## src/rtl/common_types_pkg.sv

```systemverilog
// Shared types for the interrupt controller: line count, line index type,
// FSM state encoding and the priority helper used by arbitration.
package common_types_pkg;

    localparam int IRQ_LINES = 32;

    typedef logic [4:0] irq_id_t;

    typedef enum logic [1:0] {
        IDLE    = 2'd0,
        PRESENT = 2'd1,
        SERVICE = 2'd2
    } irqc_state_t;

    // Highest set bit wins; later iterations overwrite earlier ones.
    function automatic irq_id_t highest_set(input logic [IRQ_LINES-1:0] vec);
        irq_id_t id;
        id = '0;
        for (int i = 0; i < IRQ_LINES; i++) begin
            if (vec[i]) id = irq_id_t'(i);
        end
        return id;
    endfunction

endpackage

```

## src/rtl/sync_2ff.sv

```systemverilog
// Two-flop synchronizer for a bundle of independent asynchronous lines.
module sync_2ff #(
    parameter int WIDTH = 1
) (
    input  logic             clk,
    input  logic             rst_n,
    input  logic [WIDTH-1:0] d,
    output logic [WIDTH-1:0] q
);

    logic [WIDTH-1:0] s1_q;
    logic [WIDTH-1:0] s2_q;

    always_ff @(posedge clk or negedge rst_n) begin
        if (!rst_n) begin
            s1_q <= '0;
            s2_q <= '0;
        end else begin
            s1_q <= d;
            s2_q <= s1_q;
        end
    end

    assign q = s2_q;

endmodule

```

## src/rtl/interrupt_controller.sv

```systemverilog
// Interrupt controller: synchronizes raw lines, keeps sticky edge pending bits,
// arbitrates highest-numbered eligible line and sequences present/service.
module interrupt_controller
    import common_types_pkg::*;
#(
    parameter int NUM_IRQ = 32
) (
    input  logic                 CLK,
    input  logic                 nRST,
    input  logic [NUM_IRQ-1:0]   irq_in,
    input  logic [NUM_IRQ-1:0]   edge_mode,
    input  logic [IRQ_LINES-1:0] mie,
    input  logic                 interrupt_en,
    input  logic                 ack,
    input  logic                 complete,
    input  irq_id_t              complete_id,
    output logic [IRQ_LINES-1:0] irq_pending,
    output logic                 irq_valid,
    output irq_id_t              irq_id,
    output logic                 in_service
);

    logic [NUM_IRQ-1:0]   sync_s2;
    logic [NUM_IRQ-1:0]   s3_q;
    logic [NUM_IRQ-1:0]   edge_pend_q;
    logic [NUM_IRQ-1:0]   edge_pend_d;
    logic [NUM_IRQ-1:0]   edge_set;
    logic [IRQ_LINES-1:0] clr_vec;
    logic [IRQ_LINES-1:0] eligible;

    irqc_state_t state_q, state_d;
    irq_id_t     irq_id_q, irq_id_d;
    logic        irq_valid_q, irq_valid_d;
    logic        in_service_q, in_service_d;

    sync_2ff #(.WIDTH(NUM_IRQ)) u_sync (
        .clk   (CLK),
        .rst_n (nRST),
        .d     (irq_in),
        .q     (sync_s2)
    );

    always_comb begin
        irq_pending = '0;
        irq_pending[NUM_IRQ-1:0] = (edge_mode & edge_pend_q) | (~edge_mode & sync_s2);
    end

    assign eligible = irq_pending & mie & {IRQ_LINES{interrupt_en}};
    assign edge_set = sync_s2 & ~s3_q & edge_mode;

    // A fresh edge landing on the clearing cycle must survive, so set is OR'd last.
    always_comb begin
        clr_vec = '0;
        if (state_q == PRESENT && ack) clr_vec[irq_id_q] = 1'b1;
        edge_pend_d = (edge_pend_q & ~clr_vec[NUM_IRQ-1:0]) | edge_set;
    end

    always_comb begin
        state_d  = state_q;
        irq_id_d = irq_id_q;
        case (state_q)
            IDLE: begin
                if (|eligible) begin
                    state_d  = PRESENT;
                    irq_id_d = highest_set(eligible);
                end
            end
            PRESENT: begin
                if (ack)                     state_d = SERVICE;
                else if (!eligible[irq_id_q]) state_d = IDLE;
            end
            SERVICE: begin
                if (complete && complete_id == irq_id_q) state_d = IDLE;
            end
            default: state_d = IDLE;
        endcase
        irq_valid_d  = (state_d == PRESENT);
        in_service_d = (state_d == SERVICE);
    end

    always_ff @(posedge CLK or negedge nRST) begin
        if (!nRST) begin
            s3_q         <= '0;
            edge_pend_q  <= '0;
            state_q      <= IDLE;
            irq_id_q     <= '0;
            irq_valid_q  <= 1'b0;
            in_service_q <= 1'b0;
        end else begin
            s3_q         <= sync_s2;
            edge_pend_q  <= edge_pend_d;
            state_q      <= state_d;
            irq_id_q     <= irq_id_d;
            irq_valid_q  <= irq_valid_d;
            in_service_q <= in_service_d;
        end
    end

    assign irq_valid  = irq_valid_q;
    assign irq_id     = irq_id_q;
    assign in_service = in_service_q;

endmodule
```

## config.mk

```make
export PLATFORM = sky130hd
export DESIGN_NAME = interrupt_controller
export DESIGN_NICKNAME = d
export VERILOG_FILES = /design/src/rtl/common_types_pkg.sv /design/src/rtl/sync_2ff.sv /design/src/rtl/interrupt_controller.sv
export SDC_FILE = /design/constraint.sdc
export NUM_CORES = 1
export LEC_CHECK = 0
export ABC_AREA = 1
export CORE_AREA = 10 10 119 121
export DETAILED_ROUTE_END_ITERATION = 12
export DIE_AREA = 0 0 129 131
export PLACE_DENSITY = 0.79
export SYNTH_ARGS = -nofsm -noshare
export SYNTH_HDL_FRONTEND = slang
export SYNTH_SLANG_ARGS = --single-unit
```

## constraint.sdc

```tcl
create_clock -name CLK -period 2.7 [get_ports CLK]
set_input_delay 0.405 -clock CLK [delete_from_list [all_inputs] [get_ports CLK]]
set_output_delay 0.405 -clock CLK [all_outputs]
set_load 0.03 [all_outputs]
```

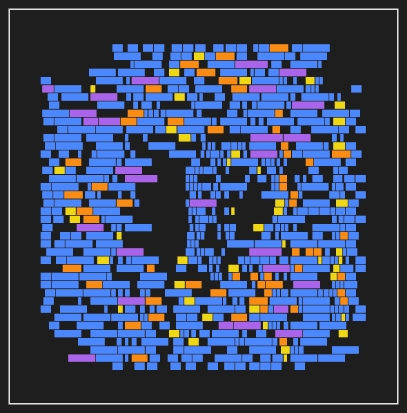
(images/sizing.png)
(3 px per micron)
Key: x2 = yellow [cells 44, share 6.6%]; x3 and x4 = orange [cells 55, share 8.2%]; x6 and larger = purple [cells 27, share 4.0%]; x1 and smaller = blue [cells 543, share 81%]

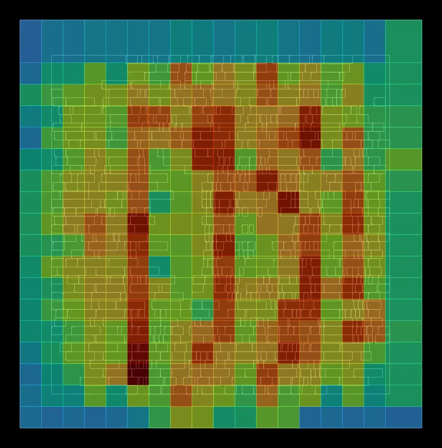
(images/congestion_map.png)
routed length per placed instance: 19.59 microns
total routing usage reported by global routing: 0.1943
GR met2 Demand/Resource: 0.3301
routing usage on met1: 0.2248
peak-usage layer in the global routing report: met2

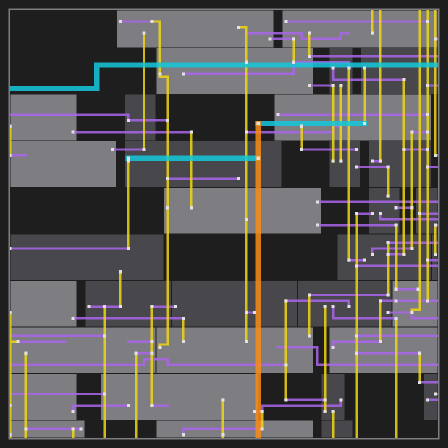
(images/closeup.png)
Region (20, 86) to (45, 111) microns. Cells in grey, sequential cells in the stronger grey; small squares are vias.
Key: M1 = purple; M2 = yellow; M4 = orange; M3 = cyan
Most frequent: dfrtp_1 (10). Netlist names of flops here include `u_sync.q` (4), `s3_q` (3), `edge_pend_q` (2). 22 logic cells have their middle in the window. Sequential cells in the window: 10.

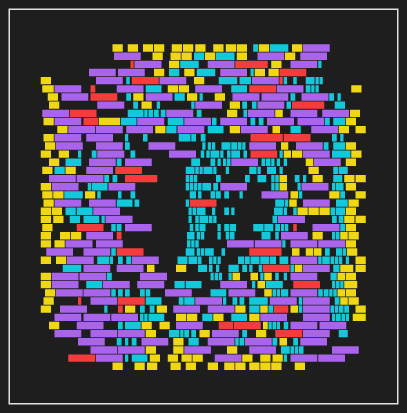
(images/class_map.png)
(3 px per micron)
Key: clock drivers and dummy loads = red [cells 32, share of their area 8.3%]; remaining logic cells = cyan [cells 328, share of their area 26%]; registers = purple [cells 137, share of their area 44%]; remaining buffers and delay cells = yellow [cells 172, share of their area 21%]

## final cells by class
| class | instances | area [sq um] | area share |
|---|---|---|---|
| Clock inverter | 8 | 165.2 | 0.02075 |
| Multi-Input combinational cell | 304 | 1939 | 0.2437 |
| Timing Repair Buffer | 172 | 1670 | 0.2099 |
| Clock buffer | 24 | 481.7 | 0.06053 |
| Tap cell | 147 | 183.9 | 0.02311 |
| Inverter | 24 | 90.09 | 0.01132 |
| Sequential cell | 137 | 3428 | 0.4308 |
## state kept, by name (all words and copies together), names as in the netlist
signal / count
edge_pend_q: 32
u_sync.q: 32
in_service: 1
u_sync.s1_q: 32
state_q: 2
s3_q: 32
irq_valid: 1
irq_id: 5
==> qor.yml <==
pwr:
  power.density_nw_per_um2: 877.4
  power_frac_seq: 0.357
  power_frac_comb: 0.282
  switchingPower_uw: 2150
  top_power_group: "the clock network"
drt:
  finalWirelength_mm: 15.99
  via_count: 4356
  vias_per_cell: 5.338
  drc_errors: 0
  wl_met1_mm: 6.377
  dr_wl_met2_mm: 8.202
  dr_wl_met3_mm: 1.130
  antenna_left: 0
grt:
  number_of_antenna_violations_at_the_first_check_in_global_routing: 0
  gr-usage-met3: 0.06084
  grt_start_max_net_pins: 63
  overflow: 0
yosys:
  library_cell_occupying_the_most_area_in_the_post_synthesis_netlist: "dfrtp_1"
  yosys-mux-area-fraction: 0.06580
  post_synth_xor_area_fraction: 0.001588
  synth-cells-yosys: 469
  synth.net_count: 575
  synthTopCellsByArea: "dfrtp_1 62%, nand2_1 7.1%, o21ai_0 6.1%"
  synth_area_per_cell_sq_um: 11.76
  postSynthRegisterBits: 137
  yosys.area_share.aoi: 0.1212
  netlist-cell-type-count: 39
  postSynthSeqShare: 0.6217
  yosysMostFrequentCell: "dfrtp_1"
  post_synthesis_cell_area_sq_um: 5514
critical_path:
  worst_reg2reg_path_depth: 34
  endpoint: "irq_id[0]"
  startpoint_type: "input pin"
  crit_path_most_repeated_cell: "nand2_1"
  worstReg2RegStart: "u_sync.q[1]"
  arrival_time_reported_for_the_critical_path_endpoint_ns: 2.73
  critPathTopFamily: "simple AND/OR/NAND/NOR gates"
  maximum_fanout_encountered_on_the_critical_timing_path: 3
  worstPathBufferInverterCount: 1
  regToRegSetupSlack_ns: 0.35
  critical_path_required_ns: 3.05
clock_tree:
  clock_pin_slew_on_the_worst_setup_and_hold_paths_ns: 0.06
  htreeDepth: 4
  cts_post_setup_buffers_inserted: 0
  worstSkewPairLatency_ns: 0.41
  cts_root_buffer: "clkbuf_16"
  ctsHoldBuffers: 1
  cts_inserted_buffers: 17
  post_cts_resized: 0
floorplanning:
  die.size.y_microns: 131
  die_w_microns: 129
place:
  dpl-instance-area_sq_um: 7284
  post-dp-hpwl_mm: 11.86
  port_buffers: 144
  place_ws_ns: -0.1161
  place_inst: 782
sta:
  finalCritPeriodShare: 0.8831
  finClkSkew_ns: 0.006869
  worst-slew-pin-transition_ns: 0.7301
  slew_headroom: 0.5115
  finalHoldViolations: 0
  timing.final.max_slew_violations: 0
  timing.hold.ws_ns: 0.3265
hold_path:
  hold_endpoint: "edge_pend_q[2]"
  worst_hold_path_type: "input pin to flip-flop"
  worst_hold_path.num_cells: 3
run:
  drv.max_cap_violation_count: 0
finish:
  syn_to_final_growth_pct: 44.34
  final_layout_size_suffix_gt1_frac: 0.1883
  post_route_cell_area_sq_um: 7959
  layout.cells.most_common_list: "139 x clkdlybuf4s50_1, 137 x dfrtp_1, 104 x nand2_1"
  fillers: 872
  post_layout_nonfiller_instances: 816
  final_common_cell: "clkdlybuf4s50_1"
run_status:
  run_status: "finished clean"
Power is estimated from default activity; no workload was simulated.
